===== config.mk =====
export PLATFORM = sky130hd
export DESIGN_NAME = fetch_pc_unit
export DESIGN_NICKNAME = d
export VERILOG_FILES = /design/src/rtl/rv_pkg.sv /design/src/rtl/jal_imm_decode.sv /design/src/rtl/fetch_pc_unit.sv
export SDC_FILE = /design/constraint.sdc
export NUM_CORES = 1
export LEC_CHECK = 0
export CORE_MARGIN = 1
export CORE_UTILIZATION = 55
export CTS_BUF_LIST = sky130_fd_sc_hd__clkbuf_4
export CTS_CLUSTER_SIZE = 20
export DETAILED_ROUTE_END_ITERATION = 7
export DONT_BUFFER_PORTS = 1
export PLACE_DENSITY = 0.7
export SLEW_MARGIN = 20
export SYNTH_ARGS = -nofsm -noshare
export SYNTH_HDL_FRONTEND = slang
export SYNTH_SLANG_ARGS = --single-unit

===== constraint.sdc =====
create_clock -name clk -period 7.98 [get_ports clk]
set_input_delay 0.798 -clock clk [delete_from_list [all_inputs] [get_ports clk]]
set_output_delay 0.798 -clock clk [all_outputs]
set_load 0.02 [all_outputs]

===== src/rtl/rv_pkg.sv =====
// Shared definitions for the fetch stage of the single-cycle RISC-V core.
// Holds opcode constants, the canonical NOP encoding, the fetch FSM state
// type, fault codes, and the fault classification helper used on every
// candidate next PC.
package rv_pkg;

  localparam logic [6:0]  OPC_JAL    = 7'b1101111;
  localparam logic [6:0]  OPC_BRANCH = 7'b1100011;
  localparam logic [6:0]  OPC_JALR   = 7'b1100111;

  localparam logic [31:0] NOP_INSTR  = 32'h0000_0013;

  localparam logic [1:0]  ERR_NONE       = 2'd0;
  localparam logic [1:0]  ERR_MISALIGNED = 2'd1;
  localparam logic [1:0]  ERR_RANGE      = 2'd2;

  typedef enum logic [1:0] {
    BOOT = 2'd0,
    RUN  = 2'd1,
    HALT = 2'd2
  } fetch_state_t;

  // Classify a candidate PC. Misalignment is reported ahead of range so a
  // wild, unaligned target always reads as err 1.
  function automatic logic [1:0] pc_fault(input logic [31:0] addr,
                                          input logic [31:0] limit);
    logic [1:0] code_s;
    if (addr[1:0] != 2'b00) begin
      code_s = ERR_MISALIGNED;
    end else if (addr >= limit) begin
      code_s = ERR_RANGE;
    end else begin
      code_s = ERR_NONE;
    end
    return code_s;
  endfunction

endpackage


===== src/rtl/jal_imm_decode.sv =====
// JAL pre-decoder.
// Ports:
//   opcode   in  7      instr[6:0]
//   imm_bits in  20     instr[31:12] (the J-type immediate field)
//   imm      out XLEN   sign-extended byte offset of the jump
//   is_jal   out 1      opcode is JAL
// Purely combinational; only the instruction bits it needs are passed in.
module jal_imm_decode
  import rv_pkg::*;
#(
  parameter int XLEN = 32
) (
  input  logic [6:0]      opcode,
  input  logic [19:0]     imm_bits,
  output logic [XLEN-1:0] imm,
  output logic            is_jal
);

  logic [20:0] imm21_s;

  // Reassemble the scrambled J-type immediate; imm_bits[k] is instr[k+12].
  always_comb begin
    imm21_s = {imm_bits[19],      // instr[31]    -> imm[20]
               imm_bits[7:0],     // instr[19:12] -> imm[19:12]
               imm_bits[8],       // instr[20]    -> imm[11]
               imm_bits[18:9],    // instr[30:21] -> imm[10:1]
               1'b0};
  end

  assign imm    = {{(XLEN-21){imm21_s[20]}}, imm21_s};
  assign is_jal = (opcode == OPC_JAL);

endmodule


===== src/rtl/fetch_pc_unit.sv =====
// Program counter and fetch control sitting directly in front of the
// instruction memory.
// Ports:
//   clk, rst            clock (rising edge), async active-high reset
//   stall_i             hold the PC this cycle
//   redirect_valid_i    execute requests a PC change
//   redirect_target_i   byte target of that change
//   instr_i             instruction read combinationally at imem_addr_o
//   imem_addr_o         word index pc[AW+1:2]
//   pc_o, pc_plus4_o    current PC and its link value
//   instr_o             instr_i when fetch_valid_o, otherwise NOP
//   fetch_valid_o       instr_o is a real instruction
//   halted_o, err_o     halt flag and latched fault code
// A redirect arriving while stalled is parked in a one-entry buffer and
// applied when the stall releases, unless a live redirect arrives then.
// Any fault on a candidate next PC freezes the unit until reset.
module fetch_pc_unit
  import rv_pkg::*;
#(
  parameter int              XLEN       = 32,
  parameter int              IMEM_DEPTH = 32,
  parameter int              AW         = $clog2(IMEM_DEPTH),
  parameter logic [XLEN-1:0] RESET_PC   = 32'h0000_0000
) (
  input  logic            clk,
  input  logic            rst,
  input  logic            stall_i,
  input  logic            redirect_valid_i,
  input  logic [XLEN-1:0] redirect_target_i,
  input  logic [31:0]     instr_i,
  output logic [AW-1:0]   imem_addr_o,
  output logic [XLEN-1:0] pc_o,
  output logic [XLEN-1:0] pc_plus4_o,
  output logic [31:0]     instr_o,
  output logic            fetch_valid_o,
  output logic            halted_o,
  output logic [1:0]      err_o
);

  localparam logic [XLEN-1:0] PC_LIMIT = XLEN'(4 * IMEM_DEPTH);
  localparam logic [XLEN-1:0] PC_STEP  = XLEN'(4);

  fetch_state_t    state_r,       state_nxt_s;
  logic [XLEN-1:0] pc_r,          pc_nxt_s;
  logic            pend_valid_r,  pend_valid_nxt_s;
  logic [XLEN-1:0] pend_target_r, pend_target_nxt_s;
  logic [1:0]      err_r,         err_nxt_s;

  logic [XLEN-1:0] jal_imm_s;
  logic            is_jal_s;
  logic [XLEN-1:0] cand_pc_s;
  logic [1:0]      cand_fault_s;
  logic            fetch_valid_s;

  jal_imm_decode #(
    .XLEN (XLEN)
  ) u_jal_imm_decode (
    .opcode   (instr_i[6:0]),
    .imm_bits (instr_i[31:12]),
    .imm      (jal_imm_s),
    .is_jal   (is_jal_s)
  );

  // Candidate next PC when not stalled: live redirect, then pending
  // redirect, then JAL, then sequential.
  always_comb begin
    cand_pc_s = pc_r + PC_STEP;
    if (redirect_valid_i) begin
      cand_pc_s = redirect_target_i;
    end else if (pend_valid_r) begin
      cand_pc_s = pend_target_r;
    end else if (is_jal_s) begin
      cand_pc_s = pc_r + jal_imm_s;
    end else begin
      cand_pc_s = pc_r + PC_STEP;
    end
    cand_fault_s = pc_fault(cand_pc_s, PC_LIMIT);
  end

  // FSM next-state, PC commit, pending-redirect buffer and fault capture.
  always_comb begin
    state_nxt_s       = state_r;
    pc_nxt_s          = pc_r;
    pend_valid_nxt_s  = pend_valid_r;
    pend_target_nxt_s = pend_target_r;
    err_nxt_s         = err_r;
    case (state_r)
      BOOT: begin
        state_nxt_s = RUN;
      end
      RUN: begin
        if (stall_i) begin
          // A later redirect in the same stall simply overwrites the entry.
          if (redirect_valid_i) begin
            pend_valid_nxt_s  = 1'b1;
            pend_target_nxt_s = redirect_target_i;
          end else begin
            pend_valid_nxt_s  = pend_valid_r;
          end
        end else begin
          pend_valid_nxt_s = 1'b0;
          if (cand_fault_s != ERR_NONE) begin
            // PC stays on the instruction that produced the bad target.
            state_nxt_s = HALT;
            err_nxt_s   = cand_fault_s;
          end else begin
            pc_nxt_s    = cand_pc_s;
          end
        end
      end
      HALT: begin
        state_nxt_s = HALT;
      end
      default: begin
        state_nxt_s = HALT;
      end
    endcase
  end

  // State registers; reset aborts any pending redirect or halt at once.
  always_ff @(posedge clk or posedge rst) begin
    if (rst) begin
      state_r       <= BOOT;
      pc_r          <= RESET_PC;
      pend_valid_r  <= 1'b0;
      pend_target_r <= '0;
      err_r         <= ERR_NONE;
    end else begin
      state_r       <= state_nxt_s;
      pc_r          <= pc_nxt_s;
      pend_valid_r  <= pend_valid_nxt_s;
      pend_target_r <= pend_target_nxt_s;
      err_r         <= err_nxt_s;
    end
  end

  assign fetch_valid_s = (state_r == RUN) && !stall_i;

  assign imem_addr_o   = pc_r[AW+1:2];
  assign pc_o          = pc_r;
  assign pc_plus4_o    = pc_r + PC_STEP;
  assign fetch_valid_o = fetch_valid_s;
  assign instr_o       = fetch_valid_s ? instr_i : NOP_INSTR;
  assign halted_o      = (state_r == HALT);
  assign err_o         = err_r;

endmodule


Figure 1. Congestion heat map.
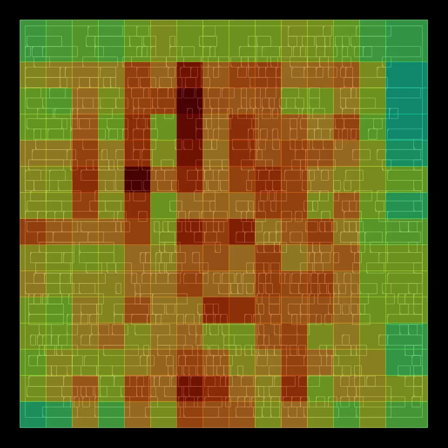
GR Util All Layers: 36.4%
met3 usage: 9.50%
Core Util, Final: 58.3%
global route hottest layer: met2

Figure 2. Met2 routing.
Bar = 20 µm.
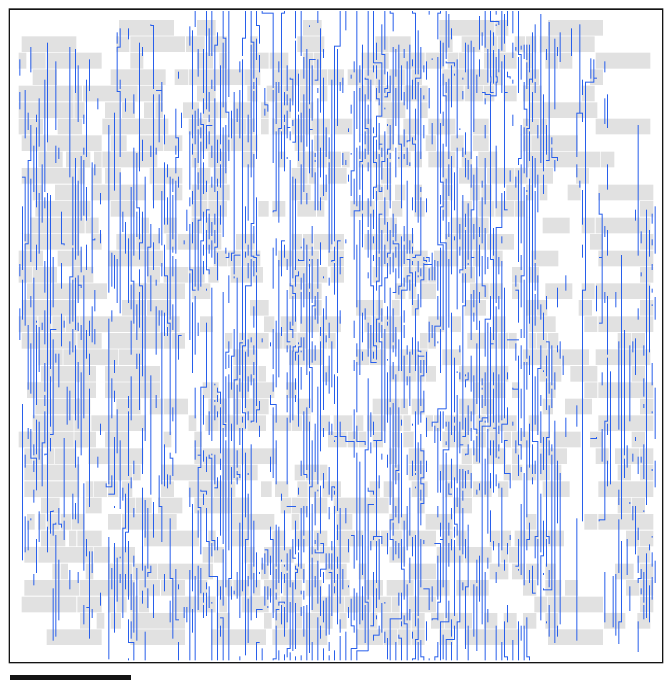
share of all routed wire: 44%
nets with wire on the layer: 717
wire length on this layer: 9150 µm
main direction: vertical
longest straight run: 54.1 µm
via count: 5934
GR Util met2: 53.8%
WL final: 20800 µm

==> Changelog: implementation <==
### Implementation results

- Status: completed
- Cells in synth_stat.txt: about 750
- Adder Area Share: under 10%
- Switching part of the total: between 30 and 40%
- Comb power frac: between 20% and 30%
- Clock tree buffer depth: 2
- Kind of critical path: reg2reg
- Pwr dens: approximately 150 nW/µm²
- CTS clk-pin slew, worst paths: around 150 ps
- Number of setup buffers added after CTS: 0
- Ys async rst share: 100%
- Seq power: 0.000422 W
- Clk network pwr share: between 20% and 30%
- Final setup margin: 2820 ps
- Leak Pwr: approximately 2.8 nW
- Fmax: about 0.19 GHz
- Worst Setup End Kind: register
- Routability cong.: around 0.98
- Number of global-route vias before repair: around 5600
- Worst path max stage delay: around 740 ps
- Initial drt markers: between 800 and 900
- Dpl cells: ~860
- HP Class: in2async
- Post-route cell area: 6320 µm²
- Count of final hold-check violations: 0
- I/O Pins: ~170
- # hold bufs at CTS: 0
- Max-area cell share: between 20% and 30%
- Area leader, netlist: dfrtp_1
- Slowest library cell on the worst path: nand4b_2
- Sink Count: around 70
- Final critical-path share of the clock period: about 65%
- Bufs and invs on worst path: 1
- Grt ovf: 0
- Post-Syn Area: 6140 µm²
- Max-Cap Viols: 0
- Worst Path Max Fanout: 32
- Top logic family: simple AND/OR/NAND/NOR gates
- Die height: 108 µm
- Fillers: approximately 1000
- Sequential power share: a little under half
- Layout cells sized above 1: 9.99%
- Ys flop type: dfrtp_1
- RSZ-0062 raised after global routing: false
- #FFs+latches synth: between 60 and 70
- Xor/xnor cell area share of the yosys netlist: 6.14%
- Critical Path, Cell by Cell: inv_1, fa_1, nand2b_1, a21oi_1, o21ai_0, a21oi_1, a2bb2oi_1, xor2_1, a2111oi_0, nand4_1, nor3_2, nand4b_2, mux2_2
- Mapped Cells: between 700 and 800
- Setup Total Neg Slack: 0 ps
- Post-synth EDFFs: 0
- CTS H-tree depth: 3
- Routed length per instance: 23.9 µm
- Floorplan core density: 56.6%
- Final Critical Period: between 5000 and 6000 ps
- Mux cell area share: about 8%
- Post-DR vias/cell: around 6.8
- Yosys stat chip area: 6140 µm²
- Tool warnings: 26
- PortBufs: 0
- Layout area overhead: 2.91%
- Yosys cell types: between 70 and 80
- Initial antenna violation count: 1
- Power Combinational: ~0.00027 W
- Register Area: 1730 µm²
- Clock skew: roughly 32 ps
- DRT Pass-1 Iters: 5
- Top power group: sequential cells
- Floorplan net count: 848
- CP required: between 8000 and 9000 ps
- Root Driver: clkbuf_4
- Largest net degree at the start of global routing: around 70
- Ys Warns: 0
- Placed inst area: between 6000 and 7000 µm²
- Simple-Gate Fraction of Synth Area: around a quarter
- Startpoint Class: register
- Die width: 108 µm
- Max_slew headroom: a little under two fifths
- Die area: ~12000 µm²
- CORE AREA: approximately 11000 µm²
- Row cnt: 38
- Psw: approximately 0.00034 W
- Pre-CTS setup slack: about 2900 ps
- Nets: slightly above 800
- CP most frequent cell: a21oi_1
- Count of final setup violators: 0
- Internal: around 0.00060 W
- Antenna-violating nets left: 0
- # DRC: 0
- DP HPWL: 16100 µm
- Top cells by count: dfrtp_1, nand2_1, a21oi_1
- Gate Area: around 4200 µm²
- Top cells by area: dfrtp_1, ha_1, mux2_2
- Post-cts sizing count: 0
- Slew Limit Fails: 0
- TritonCTS buffer count: 9
- Worst Tran Pin Value: around 940 ps
- Non-Filler Instances: roughly 870
- CTS tree: built
- Clk pwr: roughly 0.00024 W
- Most frequent cells in the layout: nand2_1, dfrtp_1, a21oi_1
- CP delay by family, top: AND-OR/OR-AND gates
- First-pass GRT wire length: 31600 µm
- Post-synthesis compound-gate area fraction: 20.5%
- Clk ins delay skew pair: roughly 470 ps
- Avg Cell Area, Syn: between 8 and 9 µm²
- Synth Seq Share: 28.1%
- Maximum VDD drop: about 0.00019 V
- Worst Path Arrival: 5500 ps
Figure 3. Metal 3.
Bar = 20 µm.
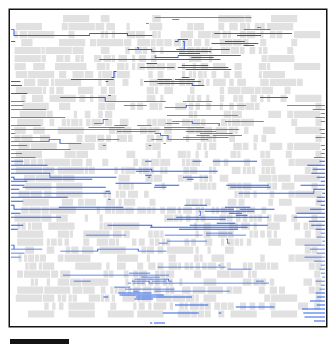
nets with wire on the layer: 176
longest straight run: 77.5 µm
main direction: horizontal

final cells by class:
class	instances	share of cell area (%)
Multi-Input combinational cell	620	65.8
Sequential cell	69	27.3
Tap cell	140	2.77
Clock buffer	10	1.19
Inverter	20	1.19
Clock inverter	6	0.990
Timing Repair Buffer	6	0.713
Antenna cell	1	0.0396
sequential cells by signal, summed over array words and instances, names as in the netlist:
| signal | count |
|---|---|
| pc_o | 32 |
| err_o | 2 |
| state_r | 2 |
| pend_target_r | 32 |
| pend_valid_r | 1 |
final timing paths:
kind | start | cells after the start | endpoint | slack [ps]
min | rst | 2 | pend_target_r[25]$_DFFE_PP0P_ | 470
min reg2reg | pend_target_r[12]$_DFFE_PP0P_ | 1 | pend_target_r[12]$_DFFE_PP0P_ | 510
max in group asynchronous | rst | 2 | pc_o[21]$_DFFE_PP0P_ | 6890
max | pc_o[2]$_DFFE_PP0P_ | 13 | pc_o[6]$_DFFE_PP0P_ | 2820
max reg2reg | pc_o[2]$_DFFE_PP0P_ | 13 | pc_o[6]$_DFFE_PP0P_ | 2820
min in group clk | redirect_target_i[3] | 1 | pend_target_r[3]$_DFFE_PP0P_ | 470
stage by stage:
step	power [W]	hold WS (ps)	util (%)
CTS	0.000933	454	58.3
global placement	0.000692	479	57.0
global route	0.000984	440	58.3
finish	0.000935	468	58.3
floorplan	0.000626	470	-
detailed placement	0.000696	484	57.0
per-layer routing:
layer | vias to the layer above | wire length (µm) | GRT usage (%) | share of wire, %
met5 | - | 0 | 0 | 0
met4 | 0 | 378 | 10.2 | 1.8
met3 | 31 | 2220 | 9.50 | 11
met2 | 353 | 9150 | 53.8 | 44
met1 | 2861 | 9070 | 51.8 | 44
li1 | 2689 | - | - | -
Power is estimated from default activity; no workload was simulated.
